### src/rtl/fetch_pkg.sv
// Shared definitions for the instruction-fetch stage: FSM state encoding,
// reset/idle defaults and the PC-select codes driven by the PC mux.
package fetch_pkg;

  // Default PC after reset and the instruction shown while nothing is held.
  localparam logic [31:0] RESET_PC_DEFAULT  = 32'h0000_0000;
  localparam logic [31:0] NOP_INSTR_DEFAULT = 32'h0000_0013;  // addi x0,x0,0

  // Fetch FSM states. One request is outstanding at most.
  typedef enum logic [1:0] {
    ST_REQ   = 2'd0,  // presenting a request at pc
    ST_WAIT  = 2'd1,  // request accepted, waiting for the response
    ST_VALID = 2'd2,  // instruction held for decode
    ST_DROP  = 2'd3   // response still due but no longer wanted
  } fetch_state_e;

  // PC-select mux codes; anything other than sequential is a redirect.
  typedef enum logic [2:0] {
    PC_SEL_SEQ    = 3'b000,
    PC_SEL_BRANCH = 3'b001,
    PC_SEL_JAL    = 3'b010,
    PC_SEL_JALR   = 3'b011,
    PC_SEL_EXC    = 3'b100,
    PC_SEL_MRET   = 3'b111
  } pc_sel_e;

  // Redirect qualifier used by whoever drives the mux select.
  function automatic logic pc_sel_is_redirect(input pc_sel_e sel);
    return (sel != PC_SEL_SEQ);
  endfunction

endpackage

### src/rtl/fetch_unit_if.sv
// Instruction-memory port of the fetch stage.
// Handshake: a request transfers on a rising clk edge where imem_req_valid
// and imem_req_ready are both high; imem_addr is stable while valid is high
// unless the fetch is redirected before acceptance. The memory answers each
// accepted request with exactly one single-cycle imem_rsp_valid pulse carrying
// imem_rsp_data; there is no backpressure on the response.
interface fetch_unit_if;
  import fetch_pkg::*;

  logic        imem_req_valid;
  logic        imem_req_ready;
  logic [31:0] imem_addr;
  logic        imem_rsp_valid;
  logic [31:0] imem_rsp_data;

  // Fetch unit side.
  modport master (
    output imem_req_valid,
    output imem_addr,
    input  imem_req_ready,
    input  imem_rsp_valid,
    input  imem_rsp_data
  );

  // Instruction memory side.
  modport slave (
    input  imem_req_valid,
    input  imem_addr,
    output imem_req_ready,
    output imem_rsp_valid,
    output imem_rsp_data
  );
endinterface

### src/rtl/fetch_unit_pc_register.sv
// Architectural PC register: loads d when load is high, resets to RESET_VAL.
module pc_register #(
  parameter logic [31:0] RESET_VAL = 32'h0000_0000
) (
  input  logic        clk,
  input  logic        rst_n,
  input  logic        load,
  input  logic [31:0] d,
  output logic [31:0] q
);

  // Hold the PC unless a new value is being loaded.
  always_ff @(posedge clk or negedge rst_n) begin
    if (!rst_n) begin
      q <= RESET_VAL;
    end else if (load) begin
      q <= d;
    end
  end

endmodule

### src/rtl/fetch_unit.sv
// Instruction-fetch stage: holds the PC, issues single-outstanding fetches,
// delivers the instruction with its PC to decode, and cleanly discards
// fetches that a redirect has made stale.
module fetch_unit
  import fetch_pkg::*;
#(
  parameter logic [31:0] RESET_PC  = RESET_PC_DEFAULT,
  parameter logic [31:0] NOP_INSTR = NOP_INSTR_DEFAULT
) (
  input  logic         clk,
  input  logic         rst_n,
  input  logic [31:0]  next_pc,
  input  logic         redirect,
  input  logic         stall,
  fetch_unit_if.master imem,
  output logic [31:0]  pc,
  output logic [31:0]  pc_plus4,
  output logic         if_valid,
  output logic [31:0]  if_instr,
  output logic [31:0]  if_pc,
  output logic         pc_misaligned,
  output fetch_state_e state_dbg
);

  fetch_state_e state;
  logic         pc_load;
  logic         req_accept;

  // The PC moves on any redirect, or when decode takes the held instruction.
  assign pc_load = redirect | ((state == ST_VALID) & ~stall);

  pc_register #(
    .RESET_VAL (RESET_PC)
  ) u_pc_register (
    .clk   (clk),
    .rst_n (rst_n),
    .load  (pc_load),
    .d     (next_pc),
    .q     (pc)
  );

  assign pc_plus4      = pc + 32'd4;
  assign pc_misaligned = (pc[1:0] != 2'b00);

  // A misaligned PC never reaches memory; the trap redirect recovers it.
  // Gating with rst_n keeps the request low while reset is asserted.
  assign imem.imem_req_valid = rst_n & (state == ST_REQ) & ~pc_misaligned;
  assign imem.imem_addr      = pc;
  assign req_accept          = imem.imem_req_valid & imem.imem_req_ready;

  assign state_dbg = state;

  // Fetch sequencing and the registered instruction/PC handed to decode.
  always_ff @(posedge clk or negedge rst_n) begin
    if (!rst_n) begin
      state    <= ST_REQ;
      if_valid <= 1'b0;
      if_instr <= NOP_INSTR;
      if_pc    <= RESET_PC;
    end else begin
      unique case (state)
        ST_REQ: begin
          // A redirect in the accept cycle leaves a response we must drop.
          if (req_accept) begin
            state <= redirect ? ST_DROP : ST_WAIT;
          end
        end
        ST_WAIT: begin
          if (imem.imem_rsp_valid) begin
            if (!redirect) begin
              if_instr <= imem.imem_rsp_data;
              if_pc    <= pc;
              if_valid <= 1'b1;
              state    <= ST_VALID;
            end else begin
              state <= ST_REQ;
            end
          end else if (redirect) begin
            state <= ST_DROP;
          end
        end
        ST_VALID: begin
          // Redirect flushes the held instruction even if decode is stalled.
          if (redirect) begin
            if_valid <= 1'b0;
            if_instr <= NOP_INSTR;
            state    <= ST_REQ;
          end else if (!stall) begin
            if_valid <= 1'b0;
            state    <= ST_REQ;
          end
        end
        ST_DROP: begin
          // Further redirects only retarget pc; the stale response still ends DROP.
          if (imem.imem_rsp_valid) begin
            state <= ST_REQ;
          end
        end
        default: begin
          state <= ST_REQ;
        end
      endcase
    end
  end

endmodule

### src/flat_wrapper.sv
// flat-port wrapper written by rule: the top's interface ports become plain ports
module fetch_unit_flat import fetch_pkg::*;
#(
  parameter logic [31:0] RESET_PC  = RESET_PC_DEFAULT,
  parameter logic [31:0] NOP_INSTR = NOP_INSTR_DEFAULT
)
  (clk, rst_n, next_pc, redirect, stall, pc, pc_plus4, if_valid, if_instr, if_pc, pc_misaligned, state_dbg, imem_imem_req_valid, imem_imem_addr, imem_imem_req_ready, imem_imem_rsp_valid, imem_imem_rsp_data);
  fetch_unit_if imem_i ();
  input  logic clk;
  input  logic rst_n;
  input  logic [31:0] next_pc;
  input  logic redirect;
  input  logic stall;
  output logic [31:0] pc;
  output logic [31:0] pc_plus4;
  output logic if_valid;
  output logic [31:0] if_instr;
  output logic [31:0] if_pc;
  output logic pc_misaligned;
  output fetch_state_e state_dbg;
  output wire logic [$bits(imem_i.imem_req_valid)-1:0] imem_imem_req_valid;
  output wire logic [$bits(imem_i.imem_addr)-1:0] imem_imem_addr;
  input wire logic [$bits(imem_i.imem_req_ready)-1:0] imem_imem_req_ready;
  input wire logic [$bits(imem_i.imem_rsp_valid)-1:0] imem_imem_rsp_valid;
  input wire logic [$bits(imem_i.imem_rsp_data)-1:0] imem_imem_rsp_data;
  assign imem_imem_req_valid = imem_i.imem_req_valid;
  assign imem_imem_addr = imem_i.imem_addr;
  assign imem_i.imem_req_ready = imem_imem_req_ready;
  assign imem_i.imem_rsp_valid = imem_imem_rsp_valid;
  assign imem_i.imem_rsp_data = imem_imem_rsp_data;
  fetch_unit #(.RESET_PC(RESET_PC), .NOP_INSTR(NOP_INSTR)) u_core (.clk(clk), .rst_n(rst_n), .next_pc(next_pc), .redirect(redirect), .stall(stall), .imem(imem_i), .pc(pc), .pc_plus4(pc_plus4), .if_valid(if_valid), .if_instr(if_instr), .if_pc(if_pc), .pc_misaligned(pc_misaligned), .state_dbg(state_dbg));
endmodule
### config.mk
export PLATFORM = sky130hd
export DESIGN_NAME = fetch_unit_flat
export DESIGN_NICKNAME = d
export VERILOG_FILES = /design/src/rtl/fetch_pkg.sv /design/src/rtl/fetch_unit_if.sv /design/src/rtl/fetch_unit_pc_register.sv /design/src/rtl/fetch_unit.sv /design/src/flat_wrapper.sv
export SDC_FILE = /design/constraint.sdc
export NUM_CORES = 1
export LEC_CHECK = 0
export CAP_MARGIN = 20
export CORE_MARGIN = 4
export CORE_UTILIZATION = 37
export DETAILED_ROUTE_END_ITERATION = 8
export PLACE_DENSITY = 0.8
export SLEW_MARGIN = 20
export SYNTH_ARGS = -nofsm -noshare
export SYNTH_HDL_FRONTEND = slang
export SYNTH_HIERARCHICAL = 1
export SYNTH_SLANG_ARGS = --single-unit
export TNS_END_PERCENT = 1
### constraint.sdc
create_clock -name clk -period 1.75 [get_ports clk]
set_clock_uncertainty 0.2 [all_clocks]
set_input_delay 0.35 -clock clk [delete_from_list [all_inputs] [get_ports clk]]
set_output_delay 0.35 -clock clk [all_outputs]
set_load 0.02 [all_outputs]
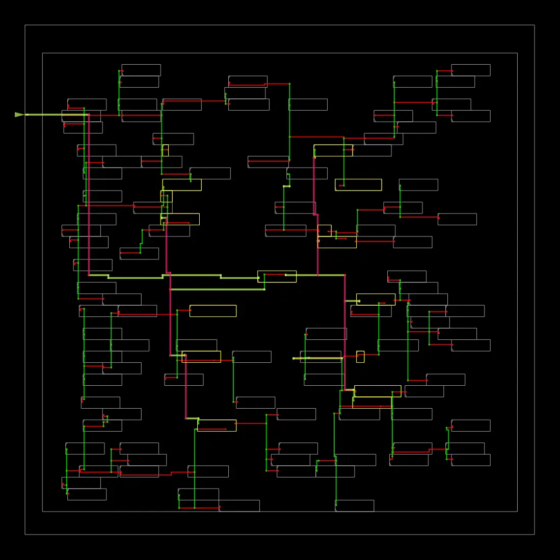
*Clock nets, run 1*
sequential cell count: 99
count of clock buffers in the final design: 10

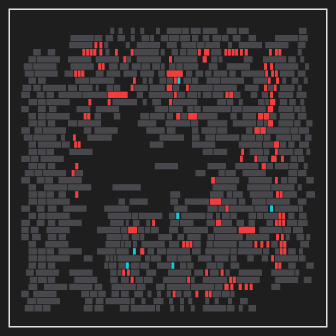
*Gate-type map, run 1*
family	color	cells	most used
inv cells	cyan	6	inv_1
nand cells	red	124	nand2_1
count of placed standard cells in the final layout, fillers left out: 848
most instantiated logic cell after routing: sky130_fd_sc_hd__nand2_1
logic gate fraction of the total cell area: 27.02%

==> flow_summary_export.csv, run 1 <==
group,metric,value,unit
synthesis,xor_area_share,5.386,%
critical_path,cp_max_fo,6,
critical_path,worstPathRequired,1200,ps
critical_path,setup.worst_path.start_class,"flip-flop",
clocking,clk_path_buf_depth,2,
synthesis,mux_share_of_post_synthesis_cell_area,10.03,%
finish,fin_nets,746,
run_status,failed_checks,"hold timing, setup timing",
critical_path,path_delay_family,"simple AND/OR/NAND/NOR gates",
finish,top_flop_regs,"u_core/if_instr: 32 flops, u_core/if_pc: 32 flops, u_core/u_pc_register/q: 32 flops",
final_timing,setup_repair_after_global_routing_missed_its_margin,"true",
power,design_power_total,9.778,mW
synthesis,synth_cells,415,
final_timing,final_worst_path_period_share,137.4,%
finish,clock_tree_area_fraction,4.413,%
global_route,first_pass_grt_wire_length,23010,um
routing,drt_wl_total,15100,um
finish,mi_logic_area,2083,sq um
final_timing,final.setup.tns,-14600,ps
floorplan,fp_util,38.46,%
critical_path,r2r_end,"u_core/if_instr[20]",
power,total_switching_power,3.613,mW
floorplan,row_count,40,
flow_run,cap_viol_max_count,0,
power,power.share.switching,36.95,%
clocking,clock_latency,330,ps
critical_path,worst_ep_arrival_time,1850,ps
final_timing,setup_ws,-654.6,ps
routing,drtAntennaViolNets,0,
clocking,clk_transition_reported_paths,70,ps
run_status,status,"finished with violations",
power,max-vdd-ir-drop,0.5475,mV
floorplan,coreArea,12260,sq um
synthesis,synth.lib_cells_used.distinct,40,
final_timing,finalSetupViolCount,48,
power,top_power_group,"combinational logic",
placement,placedCellCount,828,
finish,multiInputCombCellCount,257,
routing,vias,4139,
synthesis,post_synth_instance_area,4716,sq um
floorplan,die_height,120.9,um
finish,inverters_excl_clock,6,
critical_path,rr_startpoint,"u_core/state_dbg[1]",
final_timing,fin_crit,2405,ps
power,p_int,6.165,mW
synthesis,synth.avg_cell_area,11.36,sq um
critical_path,startpoint,"u_core/u_pc_register/q[10]",
finish,number_of_diodes,0,
critical_path,critical_path.most_common_cell,"sky130_fd_sc_hd__buf_4",
clocking,cts_htree_levels,3,
floorplan,num_ports,235,
floorplan,chipArea,14620,sq um
placement,placement.io_buffers,234,
hold_path,worst_min_delay_path_category,"input pin to async pin",
floorplan,tap_cells,168,
final_timing,report.final.hold_viol_count,42,
synthesis,yosys_cell_count,415,
critical_path,critical_path_cell_count,6,
synthesis,netlist_logic_family_top,"simple AND/OR/NAND/NOR gates",
routing,drt-initial-drc-count,224,
critical_path,endpoint_kind,"output pin",
finish,layout_top_cells,"sky130_fd_sc_hd__nand2_1, sky130_fd_sc_hd__buf_4, sky130_fd_sc_hd__dfrtp_1, sky130_fd_sc_hd__clkdlybuf4s50_1, sky130_fd_sc_hd__dlygate4sd2_1",
synthesis,synth_simple_gate_area_share,15.76,%
finish,n_fill_cell,1019,
clocking,cts_tree,"yes",
critical_path,cp_slowest_stage_delay,380,ps
power,clockNetworkPower,2.26,mW
finish,top_area_cell_class,"non-clock buffers",
global_route,track_usage,19.99,%
power,share_comb_of_total_power,42.1,%
routing,first_pass_drt_iterations,5,
critical_path,timing_worst_setup_path_type,"flip-flop to output pin",
finish,signal_buffers,302,
final_timing,whs,-77.36,ps
power,static_power_due_to_leakage,3.951,nW
final_timing,achievable-frequency,415.9,MHz
routing,routedWlPerCell,17.81,um
power,seq_power_share,34.8,%
synthesis,postSynthSeqShare,52.61,%
final_timing,slew_headroom,52.47,%
global_route,first_global_vias,4389,
placement,gp_congestion,0.8335,
placement,post_place_worst_slack,-799.6,ps
synthesis,syn-num-nets,486,
flow_run,log.warning_count,31,
finish,layout.cell_area.non_filler,7711,sq um
synthesis,yosys_warnings,6,
final_timing,worst_slew_pin_slew,711.3,ps
synthesis,synth.top_cell.area_share,50.94,%
global_route,globalRouteOverflowTotal,0,
power,power_frac_clock,23.1,%
power,powerComb,4.12,mW
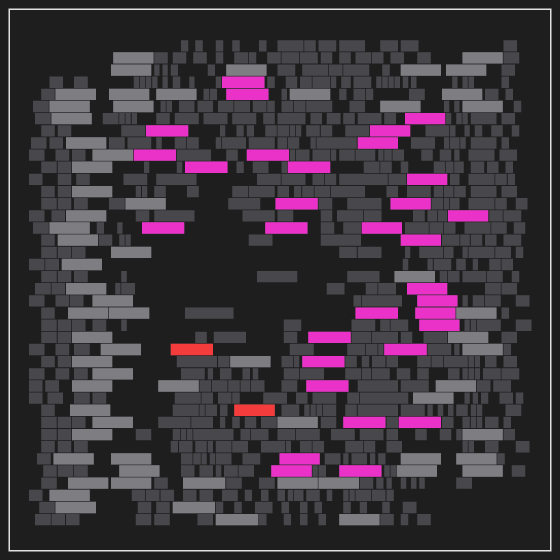
*Register map, names as in the netlist, run 1*
Other sequential cells in the stronger gray, the rest of the logic in the fainter gray.
netlist name	color	placed flops
`u_core/state_dbg`	red	2
`u_core/u_pc_register/q`	magenta	32
post-layout utilization of the core: 62.89%
sequential logic power: 3.40 mW
register fraction of the total cell area: 32.48%
Register Area: 2505 sq um

[run 1: layer usage]
layer  GRT usage [%]  part of all wire [%]  up-vias
li1                -                     -     1892
met1           23.19                    39     2037
met2           35.50                    52      183
met3           4.802                   7.0       27
met4           7.790                   2.3        0
met5               0                     0        -
[run 1: synth_stat cells, drive strengths merged]
cell type,n
a211oi,1
a21o,1
a21oi,2
a22o,29
and2,1
and3,6
and4,1
buf,47
clkbuf,6
dfrtp,96
dfstp,3
ha,1
inv,6
mux2,32
nand2,99
nand3,11
nand4,14
nor2,11
nor2b,1
nor3,4
nor4,3
nor4b,1
o21ai,6
o22a,3
or2,1
xnor2,18
xor2,11
==> inputs of run 2 (changes only) <==
--- a/config.mk
+++ b/config.mk
@@ -8,6 +8,7 @@
 export CAP_MARGIN = 20
 export CORE_MARGIN = 4
 export CORE_UTILIZATION = 37
+export CTS_CLUSTER_DIAMETER = 120
 export DETAILED_ROUTE_END_ITERATION = 8
 export PLACE_DENSITY = 0.8
 export SLEW_MARGIN = 20
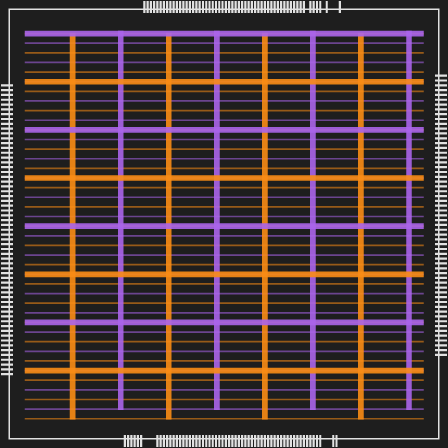
*Floorplan with the power grid, run 2*
Pins as bars on the die edge.
net	color
VDD	purple
VSS	orange
met5 straps	8
signal pins	235
met4 straps	8
met1 rails	41
Vert. Die Dim: 120.9 um
overall die width: 120.9 um

==> flow_summary_export.csv, run 2 <==
group,metric,value,unit
run_status,status,"finished with violations",
run_status,failed_checks,"hold timing, setup timing",
finish,n_fill_cell,1019,
power,total_switching_power,3.613,mW
synthesis,synth.lib_cells_used.distinct,40,
finish,clock_tree_area_fraction,4.413,%
finish,top_area_cell_class,"non-clock buffers",
clocking,cts_tree,"yes",
power,share_comb_of_total_power,42.1,%
routing,route.met3.wl,1054,um
routing,drt-initial-drc-count,224,
clocking,clk_path_buf_depth,2,
power,top_power_group,"combinational logic",
synthesis,synth.top_cell.area_share,50.94,%
finish,final_layout_top_logic_cell,"sky130_fd_sc_hd__nand2_1",
final_timing,final.setup.tns,-14600,ps
final_timing,achievable-frequency,415.9,MHz
floorplan,tap_cells,168,
hold_path,worst_min_delay_path_category,"input pin to async pin",
final_timing,whs,-77.36,ps
global_route,globalRouteOverflowTotal,0,
global_route,gr-max-usage-layer,"met2",
placement,gp_congestion,0.8335,
power,clockNetworkPower,2.26,mW
clocking,cts_htree_levels,3,
floorplan,chipArea,14620,sq um
power,static_power_due_to_leakage,3.951,nW
placement,placedCellCount,828,
final_timing,finalSetupViolCount,48,
synthesis,xor_area_share,5.386,%
power,power_frac_clock,23.1,%
power,powerComb,4.12,mW
routing,drtAntennaViolNets,0,
synthesis,syn-num-nets,486,
global_route,first_pass_grt_wire_length,23010,um
finish,sh_comb_area,27.02,%
routing,route.top_layer_used,"met4",
critical_path,setup.worst_path.start_class,"flip-flop",
critical_path,timing_worst_setup_path_type,"flip-flop to output pin",
floorplan,num_ports,235,
clocking,clock_latency,330,ps
synthesis,synth.avg_cell_area,11.36,sq um
routing,first_pass_drt_iterations,5,
floorplan,coreArea,12260,sq um
power,p_int,6.165,mW
placement,placement.io_buffers,234,
synthesis,synth_simple_gate_area_share,15.76,%
synthesis,ff_type,"sky130_fd_sc_hd__dfrtp_1",
global_route,grt_use_met2,35.50,%
critical_path,worstPathRequired,1200,ps
finish,fin_nets,746,
synthesis,edf_count,0,
critical_path,cp_slowest_stage_delay,380,ps
finish,final_util,62.89,%
synthesis,netlist_logic_family_top,"simple AND/OR/NAND/NOR gates",
critical_path,path_delay_family,"simple AND/OR/NAND/NOR gates",
finish,register_fraction_of_the_total_cell_area,32.48,%
final_timing,worst_slew_pin_slew,711.3,ps
synthesis,mux_share_of_post_synthesis_cell_area,10.03,%
global_route,grt_use_met1,23.19,%
finish,inverters_excl_clock,6,
power,design_power_total,9.778,mW
synthesis,yosys_warnings,6,
critical_path,endpoint_kind,"output pin",
routing,drt-met1-wl,5862,um
critical_path,worst_ep_arrival_time,1850,ps
routing,drt_wl_total,15100,um
routing,routedWlPerCell,17.81,um
power,seq_power_share,34.8,%
routing,drc,0,
finish,sequential_cell_count,99,
synthesis,post_synth_instance_area,4716,sq um
critical_path,cp_max_fo,6,
floorplan,fp_util,38.46,%
finish,stdcell_count,848,
finish,layout.cell_area.non_filler,7711,sq um
clocking,clk_transition_reported_paths,70,ps
final_timing,report.final.hold_viol_count,42,
finish,mi_logic_area,2083,sq um
synthesis,post_synth_most_frequent_cells,"sky130_fd_sc_hd__nand2_1, sky130_fd_sc_hd__dfrtp_1, sky130_fd_sc_hd__buf_4",
floorplan,row_count,40,
finish,signal_buffers,302,
power,power.share.switching,36.95,%
synthesis,yosys_cell_count,415,
final_timing,setup_ws,-654.6,ps
flow_run,cap_viol_max_count,0,
flow_run,log.warning_count,31,
run 2: path summary, 6_finish.rpt:
| kind | depth (start not counted) | end | slack, ps | from |
|---|---|---|---|---|
| hold / removal | 2 | u_core/u_pc_register/q[9] | -80 | rst_n |
| hold reg to reg | 2 | u_core/if_pc[22] | 270 | u_core/if_pc[22] |
| setup / recovery | 6 | pc_plus4[27] | -650 | u_core/u_pc_register/q[10] |
| setup reg to reg | 4 | u_core/if_instr[20] | -20 | u_core/state_dbg[1] |
| min in group clk | 2 | u_core/if_pc[22] | 270 | u_core/if_pc[22] |
| max in group asynchronous | 3 | u_core/if_pc[31] | 290 | rst_n |
==> inputs of run 3 (changes only) <==
--- a/config.mk
+++ b/config.mk
@@ -10,6 +10,7 @@
 export CORE_UTILIZATION = 37
 export CTS_CLUSTER_DIAMETER = 120
 export DETAILED_ROUTE_END_ITERATION = 8
+export MAX_ROUTING_LAYER = met4
 export PLACE_DENSITY = 0.8
 export SLEW_MARGIN = 20
 export SYNTH_ARGS = -nofsm -noshare
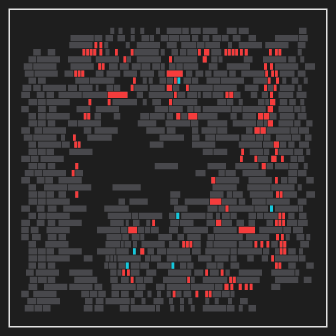
*Gate-type map, run 3*
family	color	cells	most used
nand cells	red	124	nand2_1
inv cells	cyan	6	inv_1
logic gate fraction of the total cell area: 26.99%

==> flow_summary_export.csv, run 3 <==
group,metric,value,unit
critical_path,cp_slowest_stage_delay,380,ps
synthesis,edf_count,0,
critical_path,worst_ep_arrival_time,1860,ps
synthesis,yosys_warnings,6,
power,power.share.switching,37.00,%
critical_path,timing_worst_setup_path_type,"flip-flop to output pin",
critical_path,startpoint,"u_core/u_pc_register/q[10]",
final_timing,achievable-frequency,414.2,MHz
run_status,status,"finished with violations",
routing,drt-met1-wl,5959,um
final_timing,whs,-85.66,ps
routing,drtAntennaViolNets,0,
finish,final_util,62.94,%
finish,final_layout_top_logic_cell,"sky130_fd_sc_hd__nand2_1",
power,static_power_due_to_leakage,3.952,nW
global_route,first_pass_grt_wire_length,22980,um
routing,routedWlPerCell,17.81,um
synthesis,ff_type,"sky130_fd_sc_hd__dfrtp_1",
final_timing,worst_slew_pin_slew,697.1,ps
finish,stdcell_count,848,
global_route,globalRouteOverflowTotal,0,
floorplan,die_height,120.9,um
final_timing,report.final.hold_viol_count,42,
power,power_frac_clock,23.1,%
final_timing,finalSetupViolCount,33,
power,top_power_group,"combinational logic",
flow_run,cap_viol_max_count,0,
power,design_power_total,9.788,mW
critical_path,rr_startpoint,"u_core/state_dbg[1]",
critical_path,endpoint_kind,"output pin",
floorplan,row_count,40,
global_route,gr-max-usage-layer,"met2",
finish,n_fill_cell,1017,
global_route,grt_use_met1,24.00,%
routing,route.met3.wl,942,um
synthesis,post_synth_most_frequent_cells,"sky130_fd_sc_hd__nand2_1, sky130_fd_sc_hd__dfrtp_1, sky130_fd_sc_hd__buf_4",
floorplan,fp_util,38.46,%
final_timing,final.setup.tns,-14580,ps
routing,first_pass_drt_iterations,5,
power,powerComb,4.12,mW
critical_path,r2r_end,"u_core/if_instr[20]",
run_status,failed_checks,"hold timing, setup timing",
routing,drt_wl_total,15100,um
flow_run,log.warning_count,31,
synthesis,mux_share_of_post_synthesis_cell_area,10.03,%
synthesis,post_synth_instance_area,4716,sq um
synthesis,synth.top_cell.area_share,50.94,%
clocking,clk_path_buf_depth,2,
finish,fin_nets,746,
clocking,cts_htree_levels,3,
clocking,cts_tree,"yes",
critical_path,setup.reg_to_reg.worst_slack,0,ps
synthesis,netlist_logic_family_top,"simple AND/OR/NAND/NOR gates",
placement,gp_congestion,0.8463,
routing,drt-initial-drc-count,255,
finish,layout.cell_area.non_filler,7717,sq um
power,seq_power_share,34.8,%
power,total_switching_power,3.621,mW
floorplan,coreArea,12260,sq um
global_route,grt_use_met2,35.32,%
floorplan,die_w,120.9,um
power,clockNetworkPower,2.26,mW
synthesis,synth_simple_gate_area_share,15.76,%
synthesis,synth.lib_cells_used.distinct,40,
final_timing,setup_ws,-664.2,ps
placement,placedCellCount,828,
routing,route.top_layer_used,"met4",
synthesis,syn-num-nets,486,
critical_path,critical_path_cell_count,6,
==> run 3: cell counts after synthesis <==
No cell type changed its count.
==> run 3: final cells by class <==
| type | count | area, sq um | share of cell area, % |
|---|---|---|---|
| tap | 168 | 210.2 | 2.724 |
| sequential | 99 | 2505 | 32.46 |
| timing repair buffer | 302 | 2556 | 33.12 |
| clock inverter | 6 | 111.4 | 1.443 |
| clock buffer | 10 | 229.0 | 2.967 |
| inverter | 6 | 22.52 | 0.2918 |
| multi-input combinational | 257 | 2083 | 26.99 |
==> run 3: repair_timing <==
action	CTS	global route
resized	456	52
endpoints found under the setup margin	255	163
buffers inserted	1	2
pin swaps	29	22
endpoints found under the hold margin	49	7
==> run 3: cells by family after synthesis <==
family	count (synthesis)
simple gates	153
flops	99
buf+inv	59
compound gates	42
mux	32
xor+xnor	29
fa+ha+maj	1
Power and IR drop assume default switching activity.
